**Run 1: layout detail**

Window x 28 to 78, y 49 to 99 um. Cells in gray, sequential cells in the stronger gray; small squares are vias.
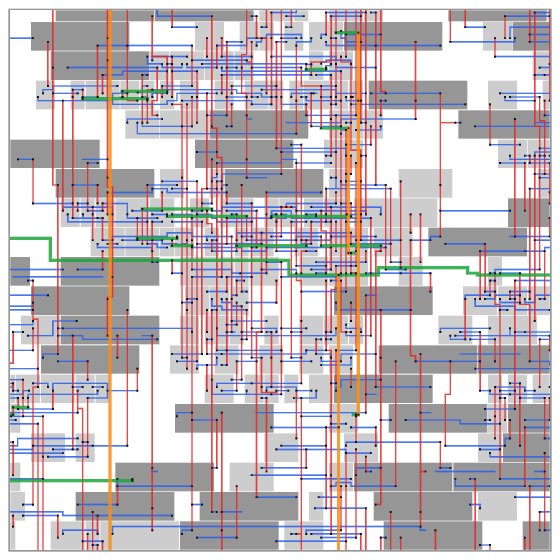
**Run 1: sizing map**

Scale: 2 px per um.
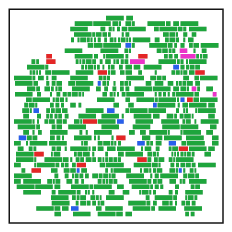
**Run 1: wiring heat map**

Scale: 4 px per um. 21 x 21 tiles, from dark purple (low) to yellow (high), scaled to the fullest tile. Values are wire area over tile area, all layers added.
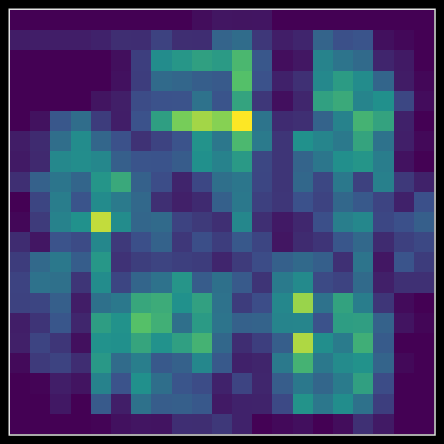
$ cat src/rtl/button_debouncer_bank.sv
// Bank of N_CH independent button debouncers, each a synchronizer feeding a four-state FSM.
// Optional auto-repeat while held is built only when BUTTON_REPEAT_EN is defined.
//
// state        | meaning
// IDLE         | button released and stable
// PRESS_WAIT   | sync high, counting stable cycles before accepting a press
// HELD         | press accepted, btn_level high
// RELEASE_WAIT | sync low while held, counting stable cycles before accepting a release
module button_debouncer_bank #(
  parameter int N_CH            = 5,
  parameter int DEBOUNCE_CYCLES = 20000,
  parameter int SYNC_STAGES     = 2,
  parameter int REPEAT_DELAY    = 50000000,
  parameter int REPEAT_PERIOD   = 10000000
) (
  input  logic            clk,
  input  logic            reset,
  input  logic [N_CH-1:0] btn_in,
  output logic [N_CH-1:0] btn_level,
  output logic [N_CH-1:0] btn_press,
  output logic [N_CH-1:0] btn_release
);

  localparam int CNT_W = $clog2(DEBOUNCE_CYCLES + 1);
  localparam logic [CNT_W-1:0] CNT_LAST = CNT_W'(DEBOUNCE_CYCLES - 1);

  if (N_CH < 1 || N_CH > 32 || DEBOUNCE_CYCLES < 1 || SYNC_STAGES < 2 ||
      REPEAT_DELAY < 1 || REPEAT_PERIOD < 1) begin : gBadParams
    $error("button_debouncer_bank: illegal parameter value");
  end

`ifdef BUTTON_REPEAT_EN
  localparam int REP_MAX = (REPEAT_DELAY > REPEAT_PERIOD) ? REPEAT_DELAY : REPEAT_PERIOD;
  localparam int REP_W   = $clog2(REP_MAX + 1);
  localparam logic [REP_W-1:0] REP_DELAY_LOAD  = REP_W'(REPEAT_DELAY - 1);
  localparam logic [REP_W-1:0] REP_PERIOD_LOAD = REP_W'(REPEAT_PERIOD - 1);
`endif

  typedef enum logic [1:0] {IDLE, PRESS_WAIT, HELD, RELEASE_WAIT} stateType;

  for (genvar ch = 0; ch < N_CH; ch++) begin : gCh
    logic [SYNC_STAGES-1:0] syncChain;
    logic                   sync;
    stateType               state, stateNext;
    logic [CNT_W-1:0]       cnt, cntNext;
    logic                   level, levelNext;
    logic                   press, pressNext;
    logic                   rel, relNext;

    always_ff @(posedge clk or posedge reset) begin
      if (reset) syncChain <= '0;
      else       syncChain <= {syncChain[SYNC_STAGES-2:0], btn_in[ch]};
    end
    assign sync = syncChain[SYNC_STAGES-1];

    always_ff @(posedge clk or posedge reset) begin
      if (reset) begin
        state <= IDLE;
        cnt   <= '0;
        level <= 1'b0;
        press <= 1'b0;
        rel   <= 1'b0;
      end else begin
        state <= stateNext;
        cnt   <= cntNext;
        level <= levelNext;
        press <= pressNext;
        rel   <= relNext;
      end
    end

`ifdef BUTTON_REPEAT_EN
    // Down-counting repeat timer; only ticks while staying in HELD, frozen in RELEASE_WAIT.
    logic [REP_W-1:0] repTimer, repNext;
    always_ff @(posedge clk or posedge reset) begin
      if (reset) repTimer <= '0;
      else       repTimer <= repNext;
    end
`endif

    always_comb begin
      stateNext = state;
      cntNext   = cnt;
      levelNext = level;
      pressNext = 1'b0;
      relNext   = 1'b0;
`ifdef BUTTON_REPEAT_EN
      repNext   = repTimer;
`endif
      case (state)
        IDLE: begin
`ifdef BUTTON_REPEAT_EN
          repNext = '0;
`endif
          if (sync) begin
            stateNext = PRESS_WAIT;
            cntNext   = '0;
          end
        end
        PRESS_WAIT: begin
          if (!sync) begin
            stateNext = IDLE;
            cntNext   = '0;
          end else if (cnt == CNT_LAST) begin
            stateNext = HELD;
            cntNext   = '0;
            levelNext = 1'b1;
            pressNext = 1'b1;
`ifdef BUTTON_REPEAT_EN
            repNext   = REP_DELAY_LOAD;
`endif
          end else begin
            cntNext = cnt + 1'b1;
          end
        end
        HELD: begin
          if (!sync) begin
            stateNext = RELEASE_WAIT;
            cntNext   = '0;
          end
`ifdef BUTTON_REPEAT_EN
          else if (repTimer == '0) begin
            pressNext = 1'b1;
            repNext   = REP_PERIOD_LOAD;
          end else begin
            repNext = repTimer - 1'b1;
          end
`endif
        end
        RELEASE_WAIT: begin
          if (sync) begin
            stateNext = HELD;
            cntNext   = '0;
          end else if (cnt == CNT_LAST) begin
            stateNext = IDLE;
            cntNext   = '0;
            levelNext = 1'b0;
            relNext   = 1'b1;
          end else begin
            cntNext = cnt + 1'b1;
          end
        end
        default: begin
          stateNext = IDLE;
          cntNext   = '0;
        end
      endcase
    end

    assign btn_level[ch]   = level;
    assign btn_press[ch]   = press;
    assign btn_release[ch] = rel;
  end

endmodule
$ cat config.mk
export PLATFORM = sky130hd
export DESIGN_NAME = button_debouncer_bank
export DESIGN_NICKNAME = d
export VERILOG_FILES = /design/src/rtl/button_debouncer_bank.sv
export SDC_FILE = /design/constraint.sdc
export NUM_CORES = 1
export LEC_CHECK = 0
export CAP_MARGIN = 20
export CORE_MARGIN = 1.5
export CORE_UTILIZATION = 55
export DETAILED_ROUTE_END_ITERATION = 10
export HOLD_SLACK_MARGIN = 0.02
export PLACE_DENSITY_LB_ADDON = 0.2
export SLEW_MARGIN = 5
export SYNTH_ARGS = -nofsm -noshare
export SYNTH_HDL_FRONTEND = slang
export SYNTH_SLANG_ARGS = --single-unit
export TNS_END_PERCENT = 5
$ cat constraint.sdc
create_clock -name clk -period 3.8 [get_ports clk]
set_clock_uncertainty 0.1 [all_clocks]
set_input_delay 0.38 -clock clk [delete_from_list [all_inputs] [get_ports clk]]
set_output_delay 0.38 -clock clk [all_outputs]
set_load 0.01 [all_outputs]
==> out/qor.log, run 1 <==
qor: die.die-width 106 um
qor: setup_path.regToRegSetupSlack 1.16 ns
qor: power.max-vdd-ir-drop 0.000311 V
qor: route.antenna_left 0
qor: setup_path.r2r.worst_path.cells 5
qor: logic_synthesis.synthesized_area_fraction_occupied_by_adder_cells 0.0107
qor: logic_synthesis.postSynthCellCount 605
qor: flow_run.max-cap-violations 0
qor: logic_synthesis.ys_types 67
qor: setup_path.crit_path_max_fanout 18
qor: logic_synthesis.yosys-stat-area 0.00584 mm2
qor: logic_synthesis.topCellsByArea sky130_fd_sc_hd__dfrtp_1, sky130_fd_sc_hd__a31oi_1, sky130_fd_sc_hd__nand2_1
qor: setup_path.setup.worst_path.class register to register
qor: timing.rsz_0062_raised_after_global_routing false
qor: logic_synthesis.top_cell_area_share 0.471
qor: final_layout.antenna_cells 0
qor: timing.worst_slew_margin_rel 0.426
qor: logic_synthesis.syn_nets 617
qor: status.outcome finished, final reports clean
qor: logic_synthesis.aoi_share 0.176
qor: die.std_cell_rows 37
qor: clock_network.clock_tree_from_tritoncts built
qor: clock_network.cts_resized 0
qor: logic_synthesis.avgSynthCellArea 9.66 um2
qor: timing.timing_max_transition_violations_final 0
qor: placement.gp_congestion 0.870
qor: worst_hold_path.hold_path_depth 0
qor: clock_network.cts_num_sinks 110
qor: setup_path.setup.worst_path.start_class register
qor: logic_synthesis.synthArstFlopShare 1.00
qor: placement.detailed_place_hpwl 8120 um
Notes on 'layout detail' above:
| layer | color |
|---|---|
| M4 | orange |
| M1 | blue |
| M2 | red |
| M3 | green |
netlist names of flops here include: gCh.cnt (22), gCh.syncChain (2)
sequential cells in the window: 29
cells with their middle in the window: 150
most frequent: dfrtp_1 (29), nand2_1 (17), o21ai_0 (12)

Notes on 'sizing map' above:
| size | color | cells |
|---|---|---|
| x2 | blue | 14 |
| x6 and larger | red | 13 |
| x1 and smaller | green | 567 |
| x3 and x4 | magenta | 5 |
count of plain and timing-repair buffers: 23
Area growth, synth to finish: 5.76%
least setup slack across all paths after layout: 1.16 ns

Notes on 'wiring heat map' above:
nearly empty tiles: 14%
fullest tile: 0.66
tiles over half the peak: 12%
GRT Util Overall: 0.227
total wire length: 11,900 um
via count of the routed design: 4,691
average wire per cell in the routed design: 16.1 um

[run 1: cells in the mapped netlist (8+ instances only)]
library cell / count
sky130_fd_sc_hd__and2_1: 9
sky130_fd_sc_hd__dfrtp_1: 110
sky130_fd_sc_hd__o21a_1: 8
sky130_fd_sc_hd__xor2_1: 11
sky130_fd_sc_hd__a22o_1: 10
sky130_fd_sc_hd__or3_1: 10
sky130_fd_sc_hd__o311ai_0: 9
sky130_fd_sc_hd__nor3_1: 16
sky130_fd_sc_hd__and3_1: 8
sky130_fd_sc_hd__nand3_1: 34
sky130_fd_sc_hd__clkbuf_1: 22
sky130_fd_sc_hd__a31oi_1: 40
sky130_fd_sc_hd__nor4_1: 15
sky130_fd_sc_hd__and4_1: 9
sky130_fd_sc_hd__inv_1: 19
sky130_fd_sc_hd__nor2_1: 33
sky130_fd_sc_hd__buf_4: 16
sky130_fd_sc_hd__a21oi_1: 8
sky130_fd_sc_hd__nand2_1: 53
sky130_fd_sc_hd__nor3b_1: 12
sky130_fd_sc_hd__o21ai_0: 21
sky130_fd_sc_hd__nand4_1: 24
[run 1: power by group]
group          switching (W)  internal, W  total [W]
combinational       0.000561     0.000292   0.000853
clock               0.000397     0.000259   0.000655
sequential          0.000173      0.00129    0.00146
total                0.00113      0.00184    0.00297
[run 1: cells in the final DEF, fill, tap and decap left out, types with 12 or more instances in the layout]
cell type,instances
sky130_fd_sc_hd__dfrtp_1,110
sky130_fd_sc_hd__nand2_1,53
sky130_fd_sc_hd__a31oi_1,40
sky130_fd_sc_hd__nand3_1,34
sky130_fd_sc_hd__nor2_1,33
sky130_fd_sc_hd__nand4_1,24
sky130_fd_sc_hd__o21ai_0,21
sky130_fd_sc_hd__clkdlybuf4s50_1,21
sky130_fd_sc_hd__inv_1,18
sky130_fd_sc_hd__nor3_1,16
sky130_fd_sc_hd__nor4_1,15
sky130_fd_sc_hd__nor3b_1,12
[run 1: through the flow]
step                cell area [um2]  instances  total power [W]  setup slack [ns]  hold slack, ns
finish                         6180        735          0.00297              1.16           0.263
global route                   6180        735          0.00319             0.941           0.279
CTS                            6180        735          0.00299              1.19           0.266
detailed placement             6010        719          0.00234              1.21           0.241
global placement               6010        719          0.00230              1.29           0.236
floorplan                      5840        605          0.00214             0.418           0.231
[run 1: sequential cells by signal, indices dropped and copies added, names as in the netlist, named ones only]
register,flops
gCh.cnt,75
gCh.level,5
gCh.rel,5
gCh.press,5
gCh.syncChain,10
gCh.state,5
[run 1: critical path, cell delays in order, from the launching register on]
cell and delay [ns]:
sky130_fd_sc_hd__dfrtp_1 0.41, sky130_fd_sc_hd__ha_1 0.23, sky130_fd_sc_hd__and4_1 0.37, sky130_fd_sc_hd__nand4_1 0.58, sky130_fd_sc_hd__a21boi_0 0.48, sky130_fd_sc_hd__mux2_2 0.37
[run 1: final cells by class]
type,count,area [um2],area share
multi-input combinational,431,2770,0.448
sequential,110,2750,0.445
timing repair buffer,23,238,0.0385
tap,136,170,0.0275
clock buffer,11,141,0.0229
inverter,19,73.8,0.0119
clock inverter,5,32.5,0.00526
[run 1: routing by layer]
layer	wire (um)	track usage
met5	0	0
met4	147	0.0589
met1	5410	0.298
met3	525	0.0595
met2	5770	0.374
==> inputs of run 2 (changes only) <==
==> constraint.sdc (replaced) <==
create_clock -name clk -period 2.4 [get_ports clk]
set_clock_uncertainty 0.1 [all_clocks]
set_input_delay 0.24 -clock clk [delete_from_list [all_inputs] [get_ports clk]]
set_output_delay 0.24 -clock clk [all_outputs]
set_load 0.01 [all_outputs]
**Run 2: layout detail**

Window x 28 to 78, y 49 to 99 um. Cells in gray, sequential cells in the stronger gray; small squares are vias.
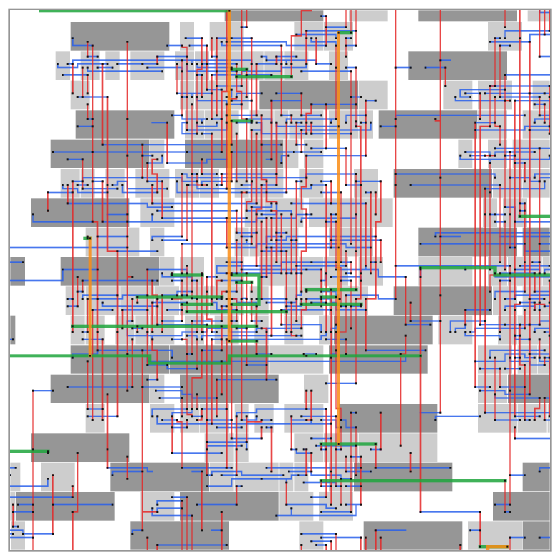
| layer | color |
|---|---|
| M4 | orange |
| M3 | green |
| M1 | blue |
| M2 | red |
netlist names of flops here include: gCh.cnt (19), gCh.syncChain (2)
cells with their middle in the window: 160
most frequent: dfrtp_1 (27), nand2_1 (19), o21ai_0 (10)
sequential cells in the window: 27

==> run 2 against run 1 <==
  * Critical path depth unchanged
  * Combinational power is 69% higher
  * Flip-flop count is the same
  * Utilization is 1.2 points higher
  * Clock power increased by about 60%
  * Area after synthesis stayed put
  * Final cell count grew 1.8%
  * Clock-buffer cell count fell by 2
  * Design area grew 2.0%
==> out/qor.log, run 2 <==
qor: final_layout.multi_input_comb_area 0.00278 mm2
qor: route.post_route_met1_wirelength 5420 um
qor: power.max-vdd-ir-drop 0.000492 V
qor: setup_path.setup.worst_path.class register to register
qor: setup_path.critical_path.n_buffers_inverters 1
qor: power.pwr-share-comb 0.299
qor: route.met2_wirelength 5940 um
qor: final_layout.lay_top_count sky130_fd_sc_hd__dfrtp_1
qor: logic_synthesis.synthArstFlopShare 1.00
qor: logic_synthesis.topCellsByArea sky130_fd_sc_hd__dfrtp_1, sky130_fd_sc_hd__a31oi_1, sky130_fd_sc_hd__nand2_1
qor: power.internal_power 0.00297 W
qor: die.std_cell_rows 37
qor: final_layout.antenna_cells 0
qor: logic_synthesis.common_cells sky130_fd_sc_hd__dfrtp_1, sky130_fd_sc_hd__nand2_1, sky130_fd_sc_hd__a31oi_1, sky130_fd_sc_hd__nand3_1, sky130_fd_sc_hd__nor2_1
qor: setup_path.r2r.worst_path.cells 5
qor: timing.timing_max_transition_violations_final 0
qor: final_layout.area_growth_synth_to_finish 7.86%
qor: logic_synthesis.top_cell_area_share 0.471
qor: logic_synthesis.postSynthCellCount 605
qor: final_layout.layout.area.seq 0.00275 mm2
qor: status.outcome finished, final reports clean
qor: power.clock_power_share 0.219
qor: route.route.met3.wl 457 um
[run 2: final cells by class]
class / instances / share of cell area
multi-input cells: 431 / 0.440
clock inverters: 7 / 0.00913
clock buffers: 9 / 0.0197
well taps: 136 / 0.0270
repair buffers: 36 / 0.0552
inverters: 19 / 0.0119
flip-flops and latches: 110 / 0.437
[run 2: through the flow]
step | setup WS (ns) | instance area, um2 | hold slack [ns] | std cells
2_1_floorplan | 0.310 | 5850 | 0.171 | 605
3_3_place_gp | 0.186 | 6120 | 0.234 | 732
3_5_place_dp | 0.115 | 6120 | 0.236 | 732
4_1_cts | 0.0788 | 6300 | 0.171 | 748
5_1_grt | 0.0849 | 6300 | 0.176 | 748
6_report | 0.211 | 6300 | 0.172 | 748
[run 2: cell families (layout without fill, tap and decap cells)]
| group | after synthesis | count (layout) | share of synthesized area |
|---|---|---|---|
| DFF | 110 | 110 | 0.471 |
| buffers and inverters | 64 | 71 | 0.0546 |
| and+or+nand+nor | 258 | 258 | 0.249 |
| AOI/OAI and AO/OA | 144 | 144 | 0.176 |
| muxes | 7 | 7 | 0.0131 |
| adders and majority gates | 5 | 5 | 0.0107 |
| xor gates and xnor gates | 17 | 17 | 0.0255 |
[run 2: worst reg2reg max path, delay by kind of cell, from the launching register on]
family / cells / cell delay (ns)
AOI/OAI and AO/OA: 1 / 0.29
buffers and inverters: 1 / 0.29
DFF: 1 / 0.43
and+or+nand+nor: 3 / 0.99
[run 2: power groups by stage]
stage          clock network [W]  registers, W  logic, W
2_1_floorplan                  0       0.00225   0.00114
3_3_place_gp                   0       0.00233   0.00139
3_5_place_dp                   0       0.00234   0.00142
4_1_cts                  0.00109       0.00231   0.00143
5_1_grt                  0.00116       0.00236   0.00162
6_report                 0.00105       0.00232   0.00144
[run 2: worst max path at each step]
| stage | end | depth (start not counted) |
|---|---|---|
| CTS | gCh[3].cnt[10]$_DFFE_PP0P_ | 4 |
| finish | gCh[2].cnt[13]$_DFFE_PP0P_ | 5 |
| detailed placement | gCh[3].cnt[10]$_DFFE_PP0P_ | 4 |
| floorplan | gCh[3].level$_DFFE_PP0P_ | 6 |
| global placement | gCh[3].cnt[3]$_DFFE_PP0P_ | 4 |
| global route | register | 5 |
[run 2: metal layers]
layer	up-vias	GRT usage
met5	-	0
met4	0	0.0859
met3	15	0.0441
met2	122	0.373
met1	2320	0.296
li1	2294	-
[run 2: timing repair]
action,CTS,global route
hold buffers,0,0
gates resized,0,1
endpoints found under the setup margin,0,7
hold endpoints to repair,0,0
No activity file was given, so power comes from the tool's default toggle rates.
